Figure 1. Cell placement.
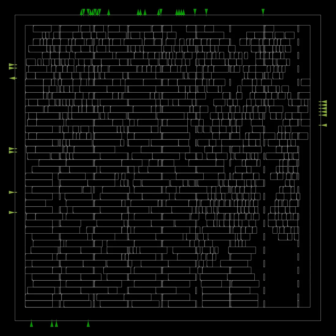
Figure 2. I/O pins on the die edge.
Scale: 4 px per um. Pins as bars across the die edge, other pins in gray.
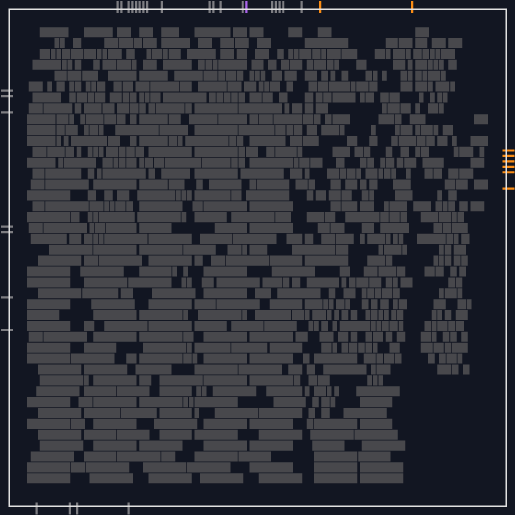
==> config.mk <==
export PLATFORM = sky130hd
export DESIGN_NAME = nihilist_stream_codec
export DESIGN_NICKNAME = d
export VERILOG_FILES = /design/src/rtl/nihilist_pkg.sv /design/src/rtl/polybius_lookup.sv /design/src/rtl/nihilist_stream_codec.sv
export SDC_FILE = /design/constraint.sdc
export NUM_CORES = 1
export LEC_CHECK = 0
export ABC_AREA = 0
export CAP_MARGIN = 20
export CORE_MARGIN = 4
export CORE_UTILIZATION = 65
export DETAILED_ROUTE_END_ITERATION = 7
export GPL_TIMING_DRIVEN = 1
export PLACE_DENSITY_LB_ADDON = 0.2
export SYNTH_ARGS = -nofsm -noshare
export SYNTH_HDL_FRONTEND = slang
export SYNTH_SLANG_ARGS = --single-unit
==> constraint.sdc <==
create_clock -name i_w_clk -period 17.5 [get_ports i_w_clk]
set_input_delay 2.625 -clock i_w_clk [delete_from_list [all_inputs] [get_ports i_w_clk]]
set_output_delay 2.625 -clock i_w_clk [all_outputs]
set_load 0.02 [all_outputs]
==> src/rtl/nihilist_pkg.sv <==
// Shared constants for the Nihilist stream codec: the Polybius square,
// beat modes and FSM state encodings.
package nihilist_pkg;

    // Row-major 5x5 square; index 0 is row 1 col 1 ('D').
    localparam logic [0:24][7:0] SQUARE      = "DANIELBCFGHKMOPQRSTUVWXYZ";
    localparam logic             MODE_ENC    = 1'b0;
    localparam logic             MODE_DEC    = 1'b1;
    localparam logic [7:0]       POS_INVALID = 8'd0;

    typedef enum logic [1:0] {
        S_NOKEY = 2'd0,
        S_LOAD  = 2'd1,
        S_RUN   = 2'd2
    } state_e;

    // Square index -> row*10+col code.
    function automatic logic [7:0] sq_pos(input int i);
        return 8'((i / 5 + 1) * 10 + i % 5 + 1);
    endfunction

endpackage

==> src/rtl/polybius_lookup.sv <==
// Combinational Polybius lookup: letter -> position and position -> letter.
module polybius_lookup
    import nihilist_pkg::*;
(
    input  logic [7:0] char_i,
    input  logic [7:0] pos_i,
    output logic [7:0] pos_o,
    output logic       found_o,
    output logic [7:0] letter_o,
    output logic       valid_o
);

    logic [7:0] upper;

    always_comb begin
        upper    = (char_i >= "a" && char_i <= "z") ? char_i - 8'd32 : char_i;
        pos_o    = POS_INVALID;
        found_o  = 1'b0;
        letter_o = 8'd0;
        valid_o  = 1'b0;
        for (int i = 0; i < 25; i++) begin
            if (upper == SQUARE[i]) begin
                pos_o   = sq_pos(i);
                found_o = 1'b1;
            end
            if (pos_i == sq_pos(i)) begin
                letter_o = SQUARE[i];
                valid_o  = 1'b1;
            end
        end
    end

endmodule

==> src/rtl/nihilist_stream_codec.sv <==
// Byte-serial Nihilist encrypt/decrypt engine with a runtime-loadable
// repeating key; one-cycle latency, full throughput valid/ready streams.
module nihilist_stream_codec
    import nihilist_pkg::*;
#(
    parameter int P_KEY_MAX_LEN = 16,
    parameter int P_KEY_IDX_W   = $clog2(P_KEY_MAX_LEN)
) (
    input  logic       i_w_clk,
    input  logic       i_w_rst_n,
    input  logic       i_w_key_valid,
    input  logic [7:0] i_w_key_byte,
    input  logic       i_w_key_last,
    output logic       o_r_key_ready,
    output logic       o_r_key_loaded,
    output logic       o_r_err_overflow,
    input  logic       i_w_in_valid,
    input  logic [7:0] i_w_in_byte,
    input  logic       i_w_in_mode,
    input  logic       i_w_in_last,
    output logic       o_w_in_ready,
    output logic       o_r_out_valid,
    output logic [7:0] o_r_out_byte,
    output logic       o_r_out_last,
    input  logic       i_w_out_ready
);

    // Length needs one extra bit so it can hold P_KEY_MAX_LEN itself.
    localparam int LEN_W = P_KEY_IDX_W + 1;

    state_e                 state_q, state_d;
    logic [LEN_W-1:0]       len_q, len_d;
    logic [P_KEY_IDX_W-1:0] idx_q, idx_d;
    logic                   loaded_q, loaded_d;
    logic                   err_q, err_d;
    logic                   out_valid_q, out_last_q;
    logic [7:0]             out_byte_q;
    logic [7:0]             key_mem_q [P_KEY_MAX_LEN];

    logic                   key_wr;
    logic [P_KEY_IDX_W-1:0] key_waddr;
    logic                   key_acc, in_acc;

    logic [7:0] key_char, k, dat_pos, dec_d, dec_letter, enc_res, dec_res, res;
    logic       dat_found, dec_valid;
    logic [7:0] key_rev_letter;
    logic       key_found, key_rev_valid;

    assign o_r_key_ready    = (state_q == S_RUN) ? !out_valid_q : 1'b1;
    assign o_w_in_ready     = (state_q == S_RUN) && loaded_q &&
                              (!out_valid_q || i_w_out_ready) && !i_w_key_valid;
    assign key_acc          = i_w_key_valid && o_r_key_ready;
    assign in_acc           = i_w_in_valid && o_w_in_ready;
    assign o_r_key_loaded   = loaded_q;
    assign o_r_err_overflow = err_q;
    assign o_r_out_valid    = out_valid_q;
    assign o_r_out_byte     = out_byte_q;
    assign o_r_out_last     = out_last_q;

    always_comb begin
        state_d   = state_q;
        len_d     = len_q;
        idx_d     = idx_q;
        loaded_d  = loaded_q;
        err_d     = err_q;
        key_wr    = 1'b0;
        key_waddr = '0;
        case (state_q)
            S_LOAD: begin
                if (key_acc) begin
                    if (len_q == LEN_W'(P_KEY_MAX_LEN)) begin
                        err_d = 1'b1;
                    end else begin
                        key_wr    = 1'b1;
                        key_waddr = len_q[P_KEY_IDX_W-1:0];
                        len_d     = len_q + 1'b1;
                    end
                    if (i_w_key_last) begin
                        state_d  = S_RUN;
                        loaded_d = 1'b1;
                        idx_d    = '0;
                    end
                end
            end
            S_NOKEY, S_RUN: begin
                // A key byte in S_RUN throws away the old key and restarts loading.
                if (key_acc) begin
                    key_wr   = 1'b1;
                    len_d    = LEN_W'(1);
                    idx_d    = '0;
                    loaded_d = i_w_key_last;
                    state_d  = i_w_key_last ? S_RUN : S_LOAD;
                end else if (in_acc) begin
                    idx_d = (i_w_in_last || ({1'b0, idx_q} == len_q - 1'b1)) ? '0 : idx_q + 1'b1;
                end
            end
            default: state_d = S_NOKEY;
        endcase
    end

    assign key_char = key_mem_q[idx_q];

    polybius_lookup u_key_lookup (
        .char_i   (key_char),
        .pos_i    (POS_INVALID),
        .pos_o    (k),
        .found_o  (key_found),
        .letter_o (key_rev_letter),
        .valid_o  (key_rev_valid)
    );

    assign dec_d = i_w_in_byte - k;

    polybius_lookup u_dat_lookup (
        .char_i   (i_w_in_byte),
        .pos_i    (dec_d),
        .pos_o    (dat_pos),
        .found_o  (dat_found),
        .letter_o (dec_letter),
        .valid_o  (dec_valid)
    );

    // Bytes outside the square are encrypted from their raw value.
    assign enc_res = (dat_found ? dat_pos : i_w_in_byte) + k;
    assign dec_res = dec_valid ? dec_letter : dec_d;
    assign res     = (i_w_in_mode == MODE_DEC) ? dec_res : enc_res;

    always_ff @(posedge i_w_clk) begin
        if (!i_w_rst_n) begin
            state_q     <= S_NOKEY;
            len_q       <= '0;
            idx_q       <= '0;
            loaded_q    <= 1'b0;
            err_q       <= 1'b0;
            out_valid_q <= 1'b0;
            out_byte_q  <= '0;
            out_last_q  <= 1'b0;
        end else begin
            state_q  <= state_d;
            len_q    <= len_d;
            idx_q    <= idx_d;
            loaded_q <= loaded_d;
            err_q    <= err_d;
            if (in_acc) begin
                out_valid_q <= 1'b1;
                out_byte_q  <= res;
                out_last_q  <= i_w_in_last;
            end else if (i_w_out_ready) begin
                out_valid_q <= 1'b0;
            end
        end
    end

    always_ff @(posedge i_w_clk) begin
        if (key_wr) key_mem_q[key_waddr] <= i_w_key_byte;
    end

endmodule

==> flow_summary.json <==
{
  "cellLeakagePower_nw": 3.22,
  "buf_share": 0.0425,
  "reg2regPathDepth": 27,
  "use_met2": 0.529,
  "fp-utilization": 0.662,
  "ys_sh_adder": 0.0324,
  "flop_area_um2": 4390,
  "p_sw_frac": 0.278,
  "status": "completed",
  "area_delta_synth_final_pct": 11.2,
  "critPathSlowestCell": "mux4_2",
  "p_comb_frac": 0.153,
  "grt_pass1_vias": 6534,
  "fmax_mhz": 130,
  "fp_nets": 801,
  "grt_max_degree": 32,
  "synth_top_area_share": 0.440,
  "postCtsHoldBufs": 0,
  "route.met3.wl_um": 1920,
  "highest_layer": "met4",
  "critPathBufInv": 2,
  "fill_cells": 845,
  "ys.warnings.count": 0,
  "via_per_inst": 6.90,
  "worstSetupEndpoint": "o_r_out_byte[6]",
  "synthTopCellsByCount": "128 x edfxtp_1, 81 x nor2_1, 56 x nand2_1",
  "hold_viol_final": 0,
  "grt.met1_usage": 0.408,
  "ctsResizeCount": 0,
  "setup_violations": 0,
  "drcViolationCount": 0,
  "warnings": 32,
  "synthTopCellsByArea": "edfxtp_1 44%, mux4_2 8.3%, dfxtp_1 6.2%",
  "post-cts-setup-buffer-count": 0,
  "met3_usage": 0.0531,
  "rows": 42,
  "ys_sh_simple": 0.147,
  "synth_cell_types": 91,
  "p_clk_frac": 0.400,
  "ios": 38,
  "synth_top_cell_by_count": "edfxtp_1",
  "critPathTopFamily": "AND-OR/OR-AND gates",
  "numCtsBuffers": 17,
  "grt_pass1_wl_um": 35900,
  "period_needed_ns": 7.71,
  "grtUsageTotal": 0.311,
  "rrSetupSlack_ns": 9.79,
  "drive_gt1_frac": 0.117,
  "overflow": 0,
  "final_antenna_net_count": 0,
  "ys_area_um2": 8730,
  "mux_share": 0.105,
  "holdPathEnd": "o_r_out_last",
  "ctsRootBufferMaster": "clkbuf_16",
  "place_area_um2": 9110,
  "comb_area_frac": 0.413,
  "cp.arrival_ns": 8.02,
  "met1Wirelength_um": 8670,
  "flop_cell": "edfxtp_1",
  "end_kind": "register",
  "hold_slack_ns": 0.501,
  "n_clock_buffer": 18,
  "p_seq_frac": 0.447,
  "fin_crit_sh": 0.441,
  "largestPowerGroup": "sequential cells",
  "yosys.area.top_type": "edfxtp_1",
  "hold_start": "o_r_out_last",
  "syn-mean-instance-area_um2": 11.5,
  "nNonClkInverters": 26,
  "p_int_mw": 0.653,
  "lay_top_count": "edfxtp_1",
  "crit_required_ns": 17.81,
  "rsz0062_at_grt": "false",
  "drt_first_pass_iters": 6,
  "largest_register": "key_mem_q",
  "largest_reg_flops": 128,
  "dieArea_um2": 15300,
  "port_buffers": 37,
  "n_antenna_cell": 0,
  "min_path_cells": 2,
  "synth_seq_share": 0.502,
  "worst_slew_pin_slew_ns": 1.12,
  "nets": 818,
  "drt_iter0_drc": 927,
  "n_all_buffers": 41,
  "setup_slack_ns": 9.79,
  "largest_class": "registers",
  "netSwitchingPower_mw": 0.251,
  "logic_area_um2": 4010,
  "dp_hpwl_um": 14400,
  "cp_num_cells": 27,
  "fin_skew_ns": 0.0122,
  "wl_per_cell_um": 23.5,
  "cts_tree": "yes",
  "cts.sinks": 155,
  "relSlewSlack": 0.253,
  "synth-compound-area-share": 0.153,
  "logic_gate_count": 534,
  "num_vias": 6656,
  "routed_wirelength_um": 22600,
  "path_clk_slew_ns": 0.06
}
About Figure 1:
flop share of the area: 0.452
fin util: 0.736
fin cells: 964
CORE AREA: 13200 um^2
flop count: 155

About Figure 2:
Key: purple = `i_w_rst_n` [pins 1, direction input, edge north]; orange = `i_w_in_byte` [pins 8, direction input, edge 6 east, 2 north]
Die Ht: 124 um
Die X: 124 um

